--- src/rtl/uart_cmd_controller.sv ---
// SUMP-style command parser: turns UART receive bytes into capture-core
// configuration registers and one-cycle control strobes.
module uart_cmd_controller #(
  parameter int unsigned TIMEOUT_CYCLES = 1_000_000,
  parameter int unsigned DIV_W          = 24
) (
  input  logic             input_clk,
  input  logic             reset,
  input  logic [7:0]       rx_data,
  input  logic             rx_data_rdy,
  output logic [31:0]      trig_mask,
  output logic [31:0]      trig_value,
  output logic [DIV_W-1:0] divider,
  output logic [15:0]      read_count,
  output logic [15:0]      delay_count,
  output logic [7:0]       flags,
  output logic             arm_pulse,
  output logic             sw_reset_pulse,
  output logic             id_req_pulse,
  output logic             cfg_update,
  output logic             cmd_error
);

  localparam int unsigned CNT_W = (TIMEOUT_CYCLES > 1) ? $clog2(TIMEOUT_CYCLES) : 1;
  localparam logic [CNT_W-1:0] CNT_LAST = CNT_W'(TIMEOUT_CYCLES - 1);

  typedef enum logic {IDLE, COLLECT} state_t;

  state_t           state_q, state_d;
  logic             rdy_meta, rdy_sync, rdy_prev;
  logic             byte_stb;
  logic [CNT_W-1:0] cnt_q, cnt_d;
  logic [1:0]       idx_q, idx_d;
  logic [7:0]       opcode_q, opcode_d;
  logic [31:0]      shift_q, shift_d;
  logic [31:0]      tm_q, tm_d, tv_q, tv_d;
  logic [DIV_W-1:0] div_q, div_d;
  logic [15:0]      rc_q, rc_d, dc_q, dc_d;
  logic [7:0]       fl_q, fl_d;
  logic             arm_q, arm_d, swr_q, swr_d, id_q, id_d, cfg_q, cfg_d, err_q, err_d;

  assign byte_stb = rdy_sync & ~rdy_prev;

  always_comb begin
    state_d  = state_q;
    cnt_d    = cnt_q;
    idx_d    = idx_q;
    opcode_d = opcode_q;
    shift_d  = shift_q;
    tm_d     = tm_q;
    tv_d     = tv_q;
    div_d    = div_q;
    rc_d     = rc_q;
    dc_d     = dc_q;
    fl_d     = fl_q;
    arm_d    = 1'b0;
    swr_d    = 1'b0;
    id_d     = 1'b0;
    cfg_d    = 1'b0;
    err_d    = 1'b0;
    case (state_q)
      IDLE: begin
        cnt_d = '0;
        if (byte_stb) begin
          case (rx_data)
            8'h00: begin
              swr_d = 1'b1;
              tm_d  = '0;
              tv_d  = '0;
              div_d = '0;
              rc_d  = '0;
              dc_d  = '0;
              fl_d  = '0;
            end
            8'h01: arm_d = 1'b1;
            8'h02: id_d  = 1'b1;
            8'h11, 8'h13: ;
            8'hC0, 8'hC1, 8'h80, 8'h81, 8'h82: begin
              opcode_d = rx_data;
              idx_d    = '0;
              shift_d  = '0;
              state_d  = COLLECT;
            end
            default: err_d = 1'b1;
          endcase
        end
      end
      COLLECT: begin
        if (byte_stb) begin
          // Shift right so the first byte ends up in bits [7:0] after four bytes.
          shift_d = {rx_data, shift_q[31:8]};
          idx_d   = idx_q + 2'd1;
          cnt_d   = '0;
          if (idx_q == 2'd3) begin
            cfg_d   = 1'b1;
            state_d = IDLE;
            case (opcode_q)
              8'hC0: tm_d = shift_d;
              8'hC1: tv_d = shift_d;
              8'h80: div_d = shift_d[DIV_W-1:0];
              8'h81: begin
                rc_d = shift_d[15:0];
                dc_d = shift_d[31:16];
              end
              default: fl_d = shift_d[7:0];
            endcase
          end
        end else if (cnt_q == CNT_LAST) begin
          err_d   = 1'b1;
          shift_d = '0;
          cnt_d   = '0;
          state_d = IDLE;
        end else begin
          cnt_d = cnt_q + 1'b1;
        end
      end
      default: state_d = IDLE;
    endcase
  end

  always_ff @(posedge input_clk) begin
    if (reset) begin
      state_q  <= IDLE;
      rdy_meta <= 1'b0;
      rdy_sync <= 1'b0;
      rdy_prev <= 1'b0;
      cnt_q    <= '0;
      idx_q    <= '0;
      opcode_q <= '0;
      shift_q  <= '0;
      tm_q     <= '0;
      tv_q     <= '0;
      div_q    <= '0;
      rc_q     <= '0;
      dc_q     <= '0;
      fl_q     <= '0;
      arm_q    <= 1'b0;
      swr_q    <= 1'b0;
      id_q     <= 1'b0;
      cfg_q    <= 1'b0;
      err_q    <= 1'b0;
    end else begin
      state_q  <= state_d;
      rdy_meta <= rx_data_rdy;
      rdy_sync <= rdy_meta;
      rdy_prev <= rdy_sync;
      cnt_q    <= cnt_d;
      idx_q    <= idx_d;
      opcode_q <= opcode_d;
      shift_q  <= shift_d;
      tm_q     <= tm_d;
      tv_q     <= tv_d;
      div_q    <= div_d;
      rc_q     <= rc_d;
      dc_q     <= dc_d;
      fl_q     <= fl_d;
      arm_q    <= arm_d;
      swr_q    <= swr_d;
      id_q     <= id_d;
      cfg_q    <= cfg_d;
      err_q    <= err_d;
    end
  end

  assign trig_mask      = tm_q;
  assign trig_value     = tv_q;
  assign divider        = div_q;
  assign read_count     = rc_q;
  assign delay_count    = dc_q;
  assign flags          = fl_q;
  assign arm_pulse      = arm_q;
  assign sw_reset_pulse = swr_q;
  assign id_req_pulse   = id_q;
  assign cfg_update     = cfg_q;
  assign cmd_error      = err_q;

endmodule

--- config.mk ---
export PLATFORM = sky130hd
export DESIGN_NAME = uart_cmd_controller
export DESIGN_NICKNAME = d
export VERILOG_FILES = /design/src/rtl/uart_cmd_controller.sv
export SDC_FILE = /design/constraint.sdc
export NUM_CORES = 1
export LEC_CHECK = 0
export ABC_AREA = 1
export ABC_CLOCK_PERIOD_IN_PS = 3750
export CAP_MARGIN = 5
export CORE_MARGIN = 2
export CORE_UTILIZATION = 47
export CTS_BUF_LIST = sky130_fd_sc_hd__clkbuf_8
export CTS_CLUSTER_SIZE = 30
export DETAILED_ROUTE_END_ITERATION = 8
export GPL_TIMING_DRIVEN = 0
export PLACE_DENSITY = 0.75
export SLEW_MARGIN = 0
export SYNTH_ARGS = -nofsm -noshare
export SYNTH_HDL_FRONTEND = slang
export SYNTH_SLANG_ARGS = --single-unit
--- constraint.sdc ---
create_clock -name input_clk -period 3.75 [get_ports input_clk]
set_clock_uncertainty 0.05 [all_clocks]
set_input_delay 0.75 -clock input_clk [delete_from_list [all_inputs] [get_ports input_clk]]
set_output_delay 0.75 -clock input_clk [all_outputs]
set_load 0.1 [all_outputs]
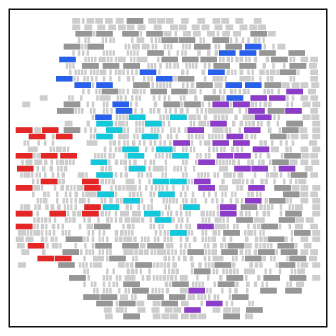
Fig. 1. Register map, names as in the netlist.
Key: trig_mask = purple [flops 32]; read_count = blue [flops 16]; shift_q = cyan [flops 24, where center]; cnt_q = red [flops 20, where west]
Another 99 sequential cells are not colored.
fraction of area in registers: 0.382
Flop area: 3820 um^2
Seq. pwr: 2.03 mW

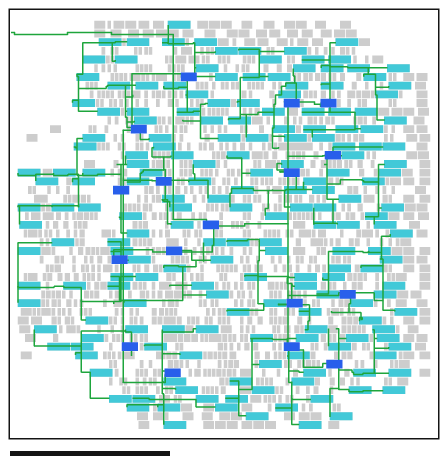
Fig. 2. Clock distribution.
Bar = 50 um.
Key: clock-net drivers = blue [count 17]; flip-flops = cyan [count 191]; clock wires = green [length 2120 um]
There are 18 routed clock nets.
Worst-Skew Late Latency: 480 ps
clock-net power: 1.33 mW
Clock Power Share: 0.383

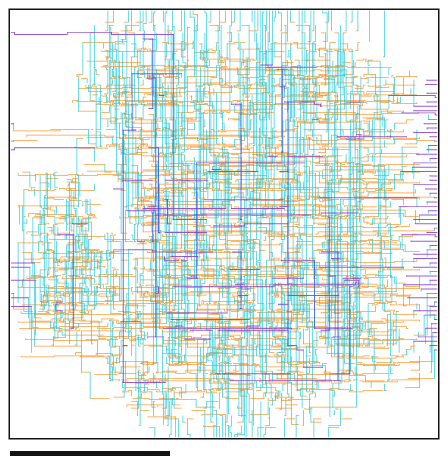
Fig. 3. Wiring by layer.
Bar = 50 um.
Key: M4 = blue [wire length 662 um]; M1 = orange [wire length 9540 um]; M2 = cyan [wire length 10600 um]; M3 = purple [wire length 1310 um]

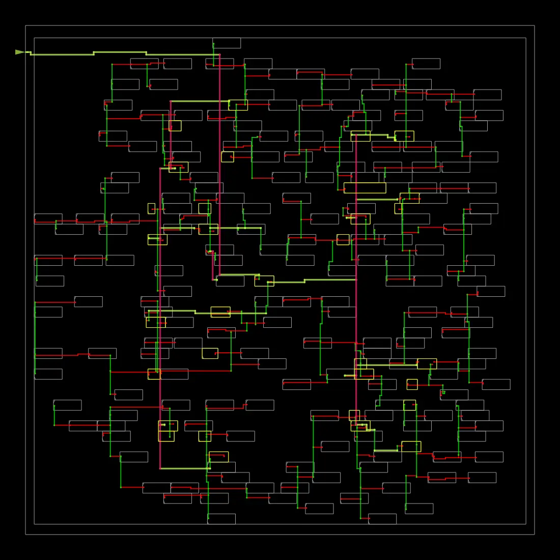
Fig. 4. Clock routing.
seq_cells: 191
Clock Sink Count: 191
TritonCTS buffer count: 17

==> changes_impl.md <==
## Implementation

* Root buf cell: clkbuf_8
* RR Endpoint: cnt_q[10]
* Grt ovf at 0
* Registers, synthesis at 191
* Core area at 16500 um^2
* Post-route minimum period at 2830 ps
* Pin count of the biggest net entering global routing at 19
* Cells on worst reg2reg path at 7
* Post-CTS Setup Bufs at 0
* Status: finished clean
* Hold path start: rdy_meta
* CTS max path bufs at 2
* Buffer and inverter count on the worst path at 1
* Main flop type after synthesis: dfxtp_1
* Cells in synth_stat.txt at 1174
* Initial antenna violation count at 0
* Die Footprint at 17900 um^2
* Yosys adder share at 0.00316
* CP Launch Point: trig_value[30]
* Yosys cell types at 26
* Initial DRC count at 528
* Slew Limit Fails at 0
* Synthesized area per cell at 6.75 um^2
* Via count at 7551
* Area fraction in compound gates at 0.0660
* # hold bufs at CTS at 0
* Max incr delay on CP at 1160 ps
* Half-perimeter wire length after placement at 16.4 mm
* Reg2reg setup slack at 1760 ps
* Top cells by count, synth: nor2_1 (365), nand2_1 (243), dfxtp_1 (191)
* Area fraction in mux cells at 0
* Sequential power share at 0.586
* Cell family with most CP delay: buffers and inverters
* Max stage delay cell, worst path: clkdlybuf4s50_1
* DR WL/cell at 14.1 um
* Die Wd at 134 um
* Top cell area share at 0.483
* Setup crit end kind: output pin
* Least-Margin Pin Slew at 1040 ps
* CP Max Fanout at 2
* Sequential-to-total area share from yosys stat at 0.483
* Cell area leaders: dfxtp_1 (48%), nor2_1 (17%), nand2_1 (12%)
* I/O pin count at 144
* Total track usage at 0.251
==> state kept, by name, indices dropped and copies added (netlist names), 2 cells and up <==
name,cells
cnt_q,20
delay_count,16
divider,24
flags,8
idx_q,2
opcode_q,8
read_count,16
shift_q,24
trig_mask,32
trig_value,32
==> layout make-up <==
type / instances / area, um^2
multi-input cells: 785 / 3260
inverters: 143 / 537
plain buffers: 55 / 298
well taps: 220 / 275
fillers: 1563 / 6520
clock buffers: 17 / 234
flip-flops and latches: 191 / 3820
repair buffers: 143 / 1430
clock inverters: 15 / 148
==> how the worst max path moves through the flow <==
stage,endpoint
floorplan,trig_mask[12]
global placement,trig_value[19]
detailed placement,flags[5]
CTS,trig_value[27]
global route,trig_value[27]
finish,trig_value[30]
==> power groups by stage <==
stage	clock network, mW	registers, mW	logic, mW
floorplan	0	2.09	0.0573
global placement	0	2.08	0.105
detailed placement	0	2.08	0.106
CTS	1.35	2.03	0.107
global route	1.44	2.03	0.119
finish	1.33	2.03	0.107
==> through the flow <==
stage / instances / hold WS (ps) / worst slack (ps) / util
6_report: 1569 / 361 / 922 / 0.606
5_1_grt: 1569 / 377 / 882 / 0.606
4_1_cts: 1569 / 360 / 909 / 0.606
3_5_place_dp: 1537 / 346 / 1010 / 0.583
3_3_place_gp: 1537 / 344 / 1010 / 0.583
2_1_floorplan: 1174 / 338 / 1860 / -
==> metal layers <==
layer  share of wire  global-route usage  wire length (um)  vias to the layer above
li1                -                   -                 -                     3850
met3           0.059              0.0465              1310                       50
met5               0                   0                 0                        -
met4           0.030               0.113               662                        0
met2            0.48               0.423             10600                      239
met1            0.43               0.312              9540                     3412
==> cells by family (layout without fill, tap and decap cells) <==
family / count (synthesis) / after routing
buf+inv: 198 / 373
simple gates: 669 / 669
compound gates: 104 / 104
fa+ha+maj: 2 / 2
xor+xnor: 10 / 10
flops: 191 / 191
==> layout by cell type, fill, tap and decap left out, types with 5 or more instances in the layout <==
cell type,synthesis,routed
nand3_1,28,28
a21oi_1,22,22
o21ai_1,8,8
xor2_1,7,7
buf_6,7,7
nand2_2,7,7
clkdlybuf4s50_1,0,143
o21ai_0,73,73
inv_1,138,138
clkbuf_1,25,25
nand2_1,243,243
inv_6,0,5
nor2_1,365,365
clkbuf_8,0,17
buf_2,19,19
dfxtp_1,191,191
nor3_1,16,16
==> worst min-delay path: stages (launching register included) <==
cell and delay (ps):
dfxtp_1 310, inv_1 40, nor2_1 30
Power figures rest on the tool's default switching activity, not on a simulated workload.
